==> config.mk <==
export PLATFORM = sky130hd
export DESIGN_NAME = regfile_sb_flat
export DESIGN_NICKNAME = d
export VERILOG_FILES = /design/src/rtl/regfile_sb_pkg.sv /design/src/rtl/regfile_sb_if.sv /design/src/rtl/sb_popcnt.sv /design/src/rtl/regfile_sb.sv /design/src/flat_wrapper.sv
export SDC_FILE = /design/constraint.sdc
export NUM_CORES = 2
export LEC_CHECK = 0
export ABC_AREA = 1
export CORE_MARGIN = 2
export CORE_UTILIZATION = 40
export CTS_BUF_LIST = sky130_fd_sc_hd__clkbuf_4
export DETAILED_ROUTE_END_ITERATION = 10
export PLACE_DENSITY = 0.53
export SETUP_SLACK_MARGIN = 0.3
export SLEW_MARGIN = 10
export SYNTH_ARGS = -nofsm -noshare
export SYNTH_HDL_FRONTEND = slang
export SYNTH_HIERARCHICAL = 1
export SYNTH_SLANG_ARGS = --single-unit
==> constraint.sdc <==
create_clock -name clk -period 13.8 [get_ports clk]
set_clock_uncertainty 0.05 [all_clocks]
set_input_delay 2.76 -clock clk [delete_from_list [all_inputs] [get_ports clk]]
set_output_delay 2.76 -clock clk [all_outputs]
set_load 0.02 [all_outputs]
Figure 1. M3 wires.
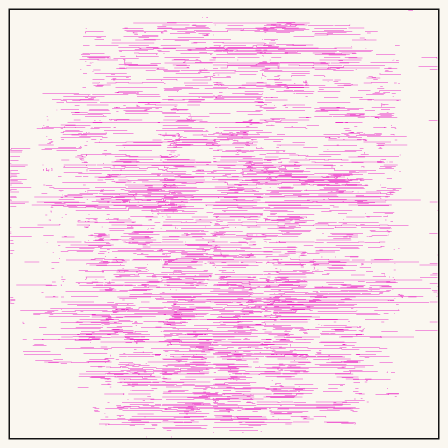
share of all routed wire: 15%
longest straight run: 234 µm
wire length on this layer: 46.0 mm
nets with wire on the layer: 902
main direction: horizontal
Detailed Route WL: 316100 µm
routed via count: 65990
GR Layer Usage met3: 11.43%

Figure 2. I/O pins on the die edge.
Pins as bars across the die edge, other pins in gray.
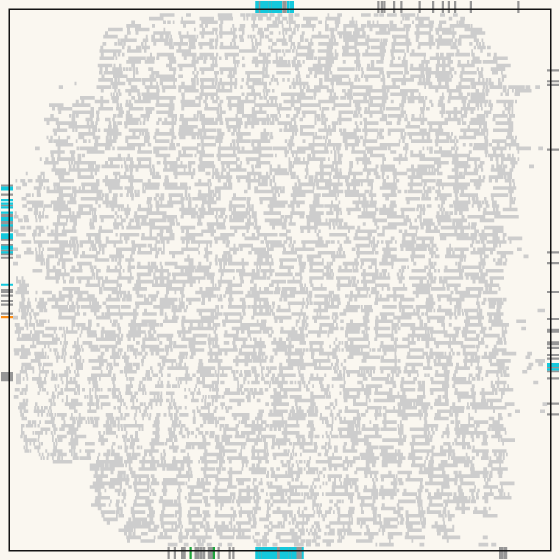
legend:
  cyan:
    port: `bus_rd_data`
    pins: 64
    direction: output
    edge: 26 south, 19 north, 16 west, 3 east
  green:
    port: `bus_wb_en`
    pins: 2
    direction: input
    edge: south
  orange:
    port: `rst`
    pins: 1
    direction: input
    edge: west
die extent in x: 407.7 µm
number of input and output port buffers inserted: 169
height of the die: 407.7 µm

Figure 3. Clock distribution.
Bar = 100 µm.
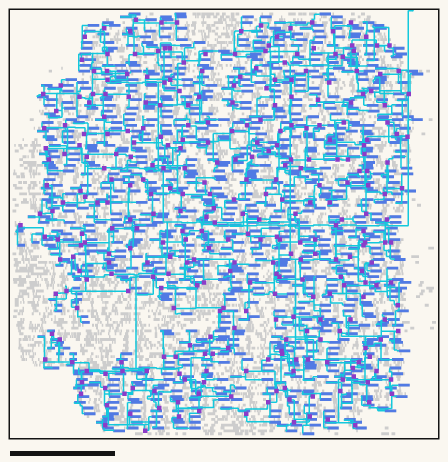
legend:
  blue:
    item: flip-flops
    count: 1061
  purple:
    item: clock drivers
    count: 324
  cyan:
    item: clock wires
    length: 18000 µm
flops lie: all over the die
routed clock nets: 325
part of the total power dissipated in the clock network: 37.1%
Insertion Delay late pin: 1300 ps
Clk. pwr: 3.07 mW

==> notes.md <==
On the backend side, the flow ran end to end.

The flow ran to the end, and the final reports show no timing, DRC or antenna violations. In the final design database the tool counted 7680 nets. The share of flip-flops with an asynchronous set or reset stands at 0%.

The chip occupies 166200 µm². At the worst endpoint, the required time is 10990 ps. The final weighted congestion of routability-driven global placement stands at 0.9581. Per the finish-stage timing summary, setup violations number 0.

Per the STA report, the cell with the highest stage delay on the worst path is clkdlybuf4s50_1. Yosys printed 6 warnings. Detailed-route iteration 0 reported a violation count of 11050.

The slew check shows that the tightest pin keeps a relative margin of 9.214%. TritonCTS built the clock tree. The worst setup path is captured at an output port. Of the post-synthesis cell area, the dominant cell type holds 47.16%. The yosys-reported design area after synthesis stands at 65200 µm².

The synthesized design contains 1061 register bits. The report puts the hold buffer count at CTS at 0. In the final report, the number of pins over their slew limit comes to 0. The detail route stage leaves a number of antenna-violating nets equal to 0. Summed over all cells, the static leakage comes to 26.42 nW.

The smallest setup slack after layout stands at 3027 ps. The worst hold path was traced through 4 stages. The count of instances resized after the clock tree is built stands at 0. According to the I/O placement log, the pin count is 170. The maximum number of pins on one net before global-route repair stands at 221.

The worst stage delay on the critical path stands at 810 ps. Yosys mapped a number of flops with a built-in enable equal to 1024. The post-place setup slack stands at 3028 ps.

After synthesis, the design contains 7724 cells according to Yosys. The upper clock frequency limit stands at 0.09283 GHz. The sum of negative setup slack stands at 0 ps. For this sky-water flow run, the detailed-routed wirelength per cell is reported as 31.82 µm.

The mean instance size in the synthesized netlist stands at 8.441 µm². Overall power consumption after layout is estimated at 8.266 mW. The floorplan row count stands at 148. The worst setup slack for register-to-register paths stands at 7290 ps. The total number of clock tree sinks stands at 1061.

The number of buffers created by CTS stands at 324. The count of cells in the finished layout, fillers not included, comes to 9934. The number of global-route vias before repair stands at 60810.

The worst reg2reg path depth stands at 29. Per the layout area report, the combinational gate area comes to 27220 µm². Setup repair after global routing left no endpoint under its margin. Counting distinct cell types in the post-synthesis netlist gives 39. Summed over all layers, the global routing overflow is 0.

Note that the worst hold path type here is flop to flop. For the pin with the worst max-slew slack, the measured transition is 1360 ps. The cell count after synthesis stands at 7724. The critical path is of the input pin to output port type. Among all flip-flop cells after synthesis, the most frequent one is edfxtp_1. The timing report notes that buffer and inverter cells on the critical path total 6. The number of antenna violations at the first check in global routing was 14. The number of cells on the critical path stands at 13. In this run the clock root is driven by a clkbuf_4. For the worst setup path, the data arrival time is 7960 ps.

The total placed cells including tap cells stands at 9400. The pre-placement core utilization stands at 40.15%. In this design, the largest share of critical-path delay is due to buffers and inverters. The fill cell total of the finished layout stands at 16140. The final report gives the core utilization as 44.06%. In this run the critical path is formed by clkdlybuf4s50_1 -> inv_8 -> buf_4 -> buf_4 -> a21oi_1 -> o21ai_0 -> nand3_1 -> nand3_1 -> nand3_1 -> nand3_1 -> nand3_1 -> inv_1 -> clkdlybuf4s50_1. The post-synthesis to final-layout area growth stands at 9.745%.

The worst setup path is launched from an input pin. Once detailed placement completed, the half-perimeter wirelength came to 176300 µm. Summed over all routing layers, the global router reports a total usage of 36.45%.

Yosys attributes the largest share of cell area to edfxtp_1 47%, o22ai_1 9.6%, o211ai_1 7.2%. The sequential cells in the finished layout cover a total of 31490 µm². Sorting the Yosys area breakdown by cell type puts at the top edfxtp_1. The first global-routing pass estimated 438300 µm of wire.

In this run the VDD rail shows a maximum IR drop of 64.85 µV. The clock-pin transition on the worst setup and hold timing paths stands at 70 ps. The share of cells above drive strength 1 stands at 10.22%. The run reported a max-capacitance violation count of 0. For this design the ratio of total power to cell area is 115.5 nW/µm².

The longest clock path from root to sink contains 4 buffers. The share of the yosys chip area belonging to registers stands at 48.30%. Counting I/O delays and the setup requirement, the final critical path takes 10770 ps. Looking at the post-CTS report, the setup buffer insertion count equals 0. Counting stages on the worst path, the most repeated cell is nand3_1. The register with the most flip-flops in the layout has 1024 of them. In the finished design, the share of the clock period the worst path needs comes to 78.06%. The count of TritonRoute iterations in the first routing pass stands at 7. The floorplan core area stands at 162400 µm². The post-synthesis instance area stands at 65200 µm². The H-tree was split into 5 levels.

The DRC violation total left in the routed layout is recorded as 0. For reference, the final report shows the hold violation count at 0. The ratio of routed vias to standard cells stands at 6.642.

The number of warnings reported in the stage logs is 53. Looking at the critical path, the highest net fanout was 103.
-- cells in the final DEF, fill, tap and decap left out, types with 14 or more instances in the layout --
master           instances
nand3_2                 29
nand3_1                768
a21oi_1                453
nand4_1                104
inv_1                  770
nand3b_1                17
clkdlybuf4s50_1        161
clkbuf_4               460
o21a_1                  14
o22ai_1               1002
nand2_1               1103
nand2_2                 32
o211ai_1               629
dfxtp_1                 37
conb_1                  32
fa_1                    23
buf_4                  207
clkinv_1                51
nor2_1                 223
o21ai_0                488
edfxtp_1              1024
nor3_1                  15
a31oi_1                 28
-- cell usage after synthesis, drive strengths merged, types with 18 or more instances --
cell	n
nand2	1136
edfxtp	1024
o22ai	1002
nand3	805
inv	786
o211ai	629
o21ai	488
clkbuf	485
a21oi	453
buf	423
nor2	233
nand4	105
dfxtp	37
a31oi	28
fa	23
nand3b	19
nor3	18
-- worst min-delay path: stages (launching register included) --
cell	delay, ps
dfxtp_1	350
nand3b_1	130
nand2_1	60
nand2_1	90
nor2_1	40
-- metrics by stage --
| stage | cell area [µm²] | hold WS (ps) |
|---|---|---|
| 6_report | 71550 | 670.0 |
| 2_1_floorplan | 65310 | 542.0 |
| 5_1_grt | 71540 | 712.2 |
| 3_3_place_gp | 67710 | 665.2 |
| 4_1_cts | 71530 | 655.4 |
| 3_5_place_dp | 67720 | 640.2 |
-- cells by family (layout without fill, tap and decap cells) --
family	after synthesis	in the layout	synth area share (%)
AOI/OAI and AO/OA	2616	2616	24.53
xor gates and xnor gates	3	3	0.04031
adders and majority gates	32	32	0.8789
buffers and inverters	1694	1688	10.66
DFF	1061	1061	48.30
muxes	1	1	0.01535
other	1	42	0.005752
and+or+nand+nor	2316	2316	15.56
-- final cells by class --
| cell class | instances | share of cell area, % |
|---|---|---|
| diodes | 10 | 0.03497 |
| clock buffers | 460 | 4.826 |
| clock inverters | 64 | 0.4931 |
| inverters | 786 | 4.157 |
| multi-input cells | 5000 | 38.04 |
| flip-flops and latches | 1061 | 44.01 |
| well taps | 2175 | 3.803 |
| repair buffers | 378 | 4.636 |
-- routing by layer --
layer	global-route usage, %	up-vias	part of all wire [%]
met3	11.43	941	15
met2	52.20	5285	42
met5	0	-	0.021
li1	-	27950	-
met4	19.43	8	5.5
met1	49.04	31800	38
-- power by group --
part	internal (mW)	total, mW	switching [mW]
clock	1.59	3.07	1.48
sequential	3.73	3.81	0.0807
combinational	0.357	1.38	1.03
Power and IR drop assume default switching activity.
